<file path="src/rtl/led_sequencer.sv">
// Parametrised LED pattern sequencer: four pattern modes, programmable step
// period and pass count, with start/stop/done handshake and sticky time_end.
module led_sequencer #(
    parameter int unsigned LED_W  = 24,
    parameter int unsigned DIV_W  = 28,
    parameter int unsigned LOOP_W = 8
) (
    input  logic              clk,
    input  logic              rst,
    input  logic              start,
    input  logic              stop,
    input  logic [1:0]        mode,
    input  logic [DIV_W-1:0]  div,
    input  logic [LOOP_W-1:0] loops,
    output logic [LED_W-1:0]  led,
    output logic              busy,
    output logic              done,
    output logic              time_end
);

    localparam int unsigned IDX_W = $clog2(2 * LED_W);

    typedef enum logic {
        IDLE,
        RUN
    } state_t;

    state_t             state_q, state_d;
    logic [LED_W-1:0]   led_q, led_d;
    logic               busy_q, busy_d;
    logic               done_q, done_d;
    logic               time_end_q, time_end_d;
    logic [DIV_W-1:0]   step_q, step_d;
    logic [IDX_W-1:0]   idx_q, idx_d;
    logic [LOOP_W-1:0]  pass_q, pass_d;
    logic [1:0]         mode_q, mode_d;
    logic [DIV_W-1:0]   div_q, div_d;
    logic [LOOP_W-1:0]  loops_q, loops_d;

    logic               tick;
    logic               last_pat;
    logic               final_pass;
    logic [LOOP_W:0]    pass_inc;

    // Pattern for step index i of a pass in mode m.
    function automatic logic [LED_W-1:0] pattern(input logic [1:0] m,
                                                 input logic [IDX_W-1:0] i);
        logic [LED_W-1:0] one;
        one = LED_W'(1);
        case (m)
            2'd0:    pattern = one << i;
            2'd1:    pattern = one << (IDX_W'(LED_W - 1) - i);
            2'd2:    pattern = (i < IDX_W'(LED_W)) ? (one << i)
                                                   : (one << (IDX_W'(2 * LED_W - 2) - i));
            default: pattern = {LED_W{1'b1}} >> (IDX_W'(LED_W - 1) - i);
        endcase
    endfunction

    // div_q already holds max(div,1), so the timer wraps at div_q-1.
    assign tick       = (step_q == (div_q - DIV_W'(1)));
    assign last_pat   = (mode_q == 2'd2) ? (idx_q == IDX_W'(2 * LED_W - 3))
                                         : (idx_q == IDX_W'(LED_W - 1));
    assign pass_inc   = {1'b0, pass_q} + (LOOP_W + 1)'(1);
    assign final_pass = (loops_q != '0) && (pass_inc >= {1'b0, loops_q});

    // State and datapath registers.
    always_ff @(posedge clk or negedge rst) begin
        if (!rst) begin
            state_q    <= IDLE;
            led_q      <= '0;
            busy_q     <= 1'b0;
            done_q     <= 1'b0;
            time_end_q <= 1'b0;
            step_q     <= '0;
            idx_q      <= '0;
            pass_q     <= '0;
            mode_q     <= '0;
            div_q      <= '0;
            loops_q    <= '0;
        end else begin
            state_q    <= state_d;
            led_q      <= led_d;
            busy_q     <= busy_d;
            done_q     <= done_d;
            time_end_q <= time_end_d;
            step_q     <= step_d;
            idx_q      <= idx_d;
            pass_q     <= pass_d;
            mode_q     <= mode_d;
            div_q      <= div_d;
            loops_q    <= loops_d;
        end
    end

    // Next-state and output logic.
    always_comb begin
        state_d    = state_q;
        led_d      = led_q;
        busy_d     = busy_q;
        done_d     = 1'b0;
        time_end_d = time_end_q;
        step_d     = step_q;
        idx_d      = idx_q;
        pass_d     = pass_q;
        mode_d     = mode_q;
        div_d      = div_q;
        loops_d    = loops_q;

        case (state_q)
            IDLE: begin
                if (start && !stop) begin
                    state_d    = RUN;
                    busy_d     = 1'b1;
                    time_end_d = 1'b0;
                    led_d      = pattern(mode, '0);
                    step_d     = '0;
                    idx_d      = '0;
                    pass_d     = '0;
                    mode_d     = mode;
                    div_d      = (div == '0) ? DIV_W'(1) : div;
                    loops_d    = loops;
                end
            end
            RUN: begin
                if (stop) begin
                    state_d = IDLE;
                    led_d   = '0;
                    busy_d  = 1'b0;
                    step_d  = '0;
                    idx_d   = '0;
                    pass_d  = '0;
                end else if (tick) begin
                    step_d = '0;
                    if (!last_pat) begin
                        idx_d = idx_q + IDX_W'(1);
                        led_d = pattern(mode_q, idx_q + IDX_W'(1));
                    end else if (!final_pass) begin
                        idx_d = '0;
                        led_d = pattern(mode_q, '0);
                        if (pass_q != '1) begin
                            pass_d = pass_q + LOOP_W'(1);
                        end
                    end else begin
                        state_d    = IDLE;
                        led_d      = '0;
                        busy_d     = 1'b0;
                        done_d     = 1'b1;
                        time_end_d = 1'b1;
                        idx_d      = '0;
                        pass_d     = '0;
                    end
                end else begin
                    step_d = step_q + DIV_W'(1);
                end
            end
            default: state_d = IDLE;
        endcase
    end

    assign led      = led_q;
    assign busy     = busy_q;
    assign done     = done_q;
    assign time_end = time_end_q;

endmodule

</file>
<file path="config.mk">
export PLATFORM = sky130hd
export DESIGN_NAME = led_sequencer
export DESIGN_NICKNAME = d
export VERILOG_FILES = /design/src/rtl/led_sequencer.sv
export SDC_FILE = /design/constraint.sdc
export NUM_CORES = 1
export LEC_CHECK = 0
export CAP_MARGIN = 20
export CELL_PAD_IN_SITES_DETAIL_PLACEMENT = 0
export CELL_PAD_IN_SITES_GLOBAL_PLACEMENT = 1
export CORE_UTILIZATION = 44
export DETAILED_ROUTE_END_ITERATION = 10
export HOLD_SLACK_MARGIN = 0.12
export PLACE_DENSITY_LB_ADDON = 0.05
export SLEW_MARGIN = 20
export SYNTH_ARGS = -nofsm -noshare
export SYNTH_HDL_FRONTEND = slang
export SYNTH_SLANG_ARGS = --single-unit
</file>
<file path="constraint.sdc">
create_clock -name clk -period 4.5 [get_ports clk]
set_input_delay 0.45 -clock clk [delete_from_list [all_inputs] [get_ports clk]]
set_output_delay 0.45 -clock clk [all_outputs]
set_load 0.01 [all_outputs]
</file>
==> Changelog: implementation, run 1 <==
## Flow update

* Syn Nets at 941
* Status: finished clean
* Worst path max stage delay at 610 ps
* Post-route design area at 8570 sq um
* IO buf count at 68
* Sequential power at 0.00116 W
* Synthesis warning total at 0
* Max-cap check violation count at 0
* Cell Type Count at 73
* Vias per inst at 5.88
* Combinational Power at 0.000672 W
* Detailed-route via count at 6732
* Tool warnings at 35
* GR Util met2 at 42.9%
* Period Utilization, post-route at 85.0%
* Share of cells above drive strength 1 at 7.35%
* CTS Sinks at 108
* Layout clock area frac at 3.71%
* H-tree Lvls at 3
* Io pins at 69
* Logic share of the area at 51.3%
* Max Fclk at 262 MHz
* Clk power at 0.000871 W
* Cts bufs inserted at 9
* Grt met1 use at 33.0%
* # diodes at 0
* Yosys stat cell total at 874
* Synth flops at 108
## run 1: cell families (layout without fill, tap and decap cells)
kind of cell	count (synthesis)	after routing	share of synthesized area (%)
adders and majority gates	25	25	4.22
DFF	108	108	36.5
and+or+nand+nor	397	397	26.7
buffers and inverters	72	123	4.26
muxes	34	34	5.09
xor gates and xnor gates	71	71	8.40
AOI/OAI and AO/OA	167	167	14.8
## run 1: worst paths after layout
| check | slack [ps] | cells after the start | endpoint |
|---|---|---|---|
| min in group clk | 480 | 1 | time_end |
| setup reg to reg | 680 | 9 | led[12] |
| max in group asynchronous | 3260 | 2 | state_q |
| setup / recovery | 680 | 9 | led[12] |
| hold / removal | 230 | 1 | led[11] |
| hold reg to reg | 480 | 1 | time_end |
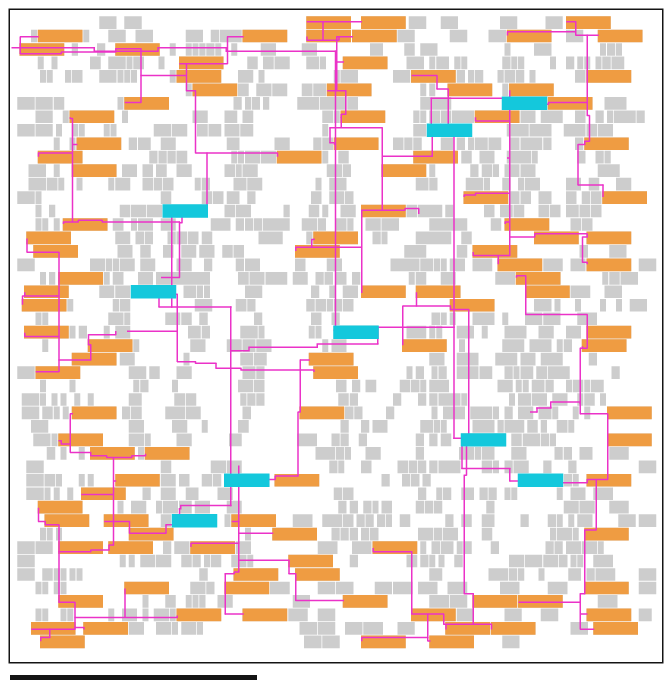
run_1/clk_routes.png
Bar = 50 um.
legend:
  orange:
    item: flip-flops
    count: 108
  magenta:
    item: clock wires
    length: 1620 um
  cyan:
    item: clock drivers
    count: 9
routed clock nets: 10

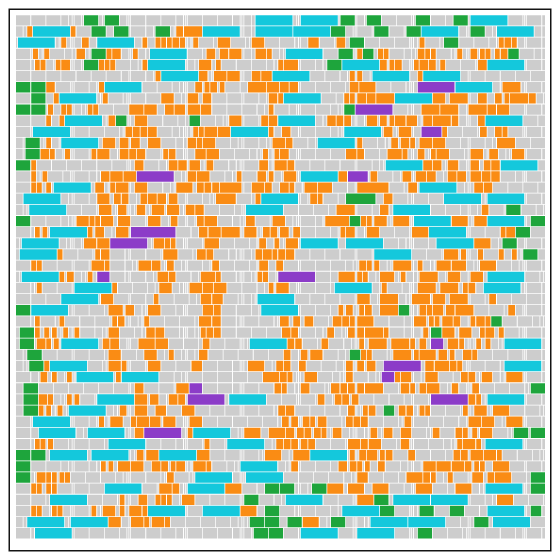
run_1/placement_by_type.png
Fill, decap, tap and diode cells in gray.
legend:
  green:
    class: remaining buffers and delay cells
    cells: 80
  cyan:
    class: sequential cells
    cells: 108
  purple:
    class: clock drivers and dummy loads
    cells: 16
  orange:
    class: combinational and other logic
    cells: 721
Seq area share: 31.5%
Core ar.: 16500 sq um
FP Rows: 47

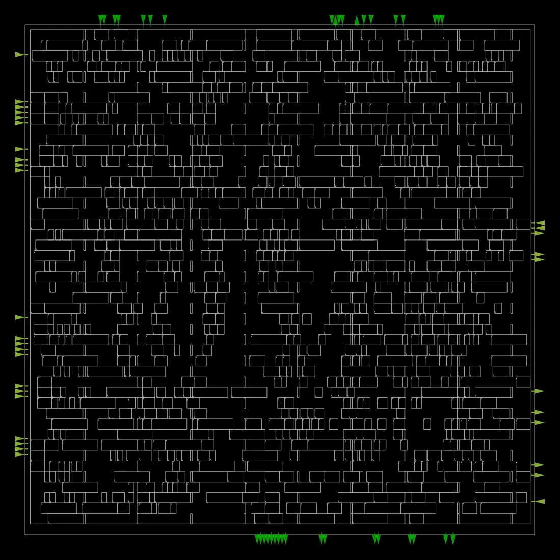
run_1/placement.png
fill count: 1568
Non-Filler Instances: 1145

## Run 2: what changed since run 1
Clock period 4.5 ns to 3.7 ns, I/O delays scaled along.
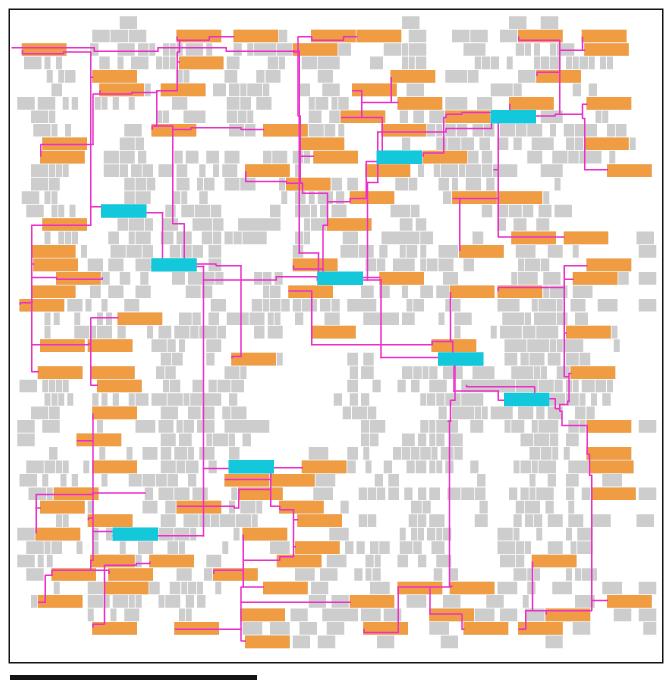
run_2/clk_routes.png
Bar = 50 um.
worst-skew pair later-pin latency: 360 ps
Clock power frac: 30.9%
clk_skew: 7.94 ps
Clk power: 0.00102 W

==> run 2 against run 1 <==
Against the previous run: global-route usage decreased by 0.45 points; synthesized cell count unchanged; sequential cell count unchanged; clock skew decreased by 6.9 ps; first-iteration DRC count decreased by 2.7%; critical path depth unchanged; utilization increased by 1.3 points; design area increased by 2.5%; via count increased by 2.3%; power increased by 21%; critical path type unchanged; largest power group unchanged.
==> Changelog: implementation, run 2 <==
## Flow update

* Status: finished clean (unchanged)
* Syn_area_per_cell at 8.47 sq um (unchanged)
* Syn Nets at 941 (unchanged)
* Crit Reg-Reg Endpoint: led[20] (was led[12])
* Tool warnings at 35 (unchanged)
* Max-cap check violation count at 0 (unchanged)
* Worst Hold Depth at 1
* Cell Type Count at 73 (unchanged)
* CTS Sinks at 108 (unchanged)
* FP Rows at 47 (unchanged)
* Vias per inst at 5.89 (was 5.88)
* Reg2Reg Depth at 9 (unchanged)
* Share of cells above drive strength 1 at 9.80% (was 7.35%)
* Period Utilization, post-route at 96.3% (was 85.0%)
* Post-route design area at 8790 sq um (was 8570 sq um)
* Post-Synth AOI/OAI Area at 14.8% (unchanged)
* Max Fclk at 281 MHz (was 262 MHz)
* # diodes at 0 (unchanged)
* Post-synthesis xor/xnor area fraction at 8.40% (unchanged)
* Main logic family after synthesis: simple AND/OR/NAND/NOR gates (unchanged)
* Fill count at 1580 (was 1568)
* Synth mux share at 5.09% (unchanged)
* Synth flops at 108 (unchanged)
* Cts bufs inserted at 9 (unchanged)
* IO buf count at 68 (unchanged)
* Reg clk slew, reported paths at 70 ps (was 80 ps)
* Simple Share, Synth at 26.7% (unchanged)
* Core ar. at 16500 sq um (unchanged)
* Flop-to-flop setup slack at 140 ps (was 680 ps)
* H-tree Lvls at 3 (unchanged)
* Non-Filler Instances at 1169 (was 1145)
* Yosys adder share at 4.22% (unchanged)
* Yosys stat cell total at 874 (unchanged)
* Sequential power at 0.00140 W (was 0.00116 W)
* Io pins at 69 (unchanged)
* Combinational Power at 0.000870 W (was 0.000672 W)
run 2: worst max-delay path by stage:
stage / start / endpoint / depth (start not counted)
after floorplan: div_q[2] / led[0] / 11
after global routing: div_q[16] / idx_q[2] / 9
after detailed placement: div_q[16] / led[12] / 9
after global placement: div_q[16] / led[9] / 9
after CTS: div_q[16] / led[12] / 9
final: div_q[16] / led[20] / 9
run 2: cell type report:
class	count	area share [%]
multi-input combinational	694	50.3
sequential	108	30.7
timing repair buffer	104	11.3
tap	220	3.13
clock buffer	11	2.76
inverter	27	1.15
clock inverter	5	0.655
run 2: per-layer routing:
metal | vias up | wire [um] | track usage (%)
met5 | - | 0 | 0
met4 | 0 | 513 | 8.85
met3 | 45 | 746 | 3.61
met2 | 198 | 10200 | 41.7
met1 | 3361 | 9330 | 31.8
li1 | 3286 | - | -
Power and IR drop assume default switching activity.
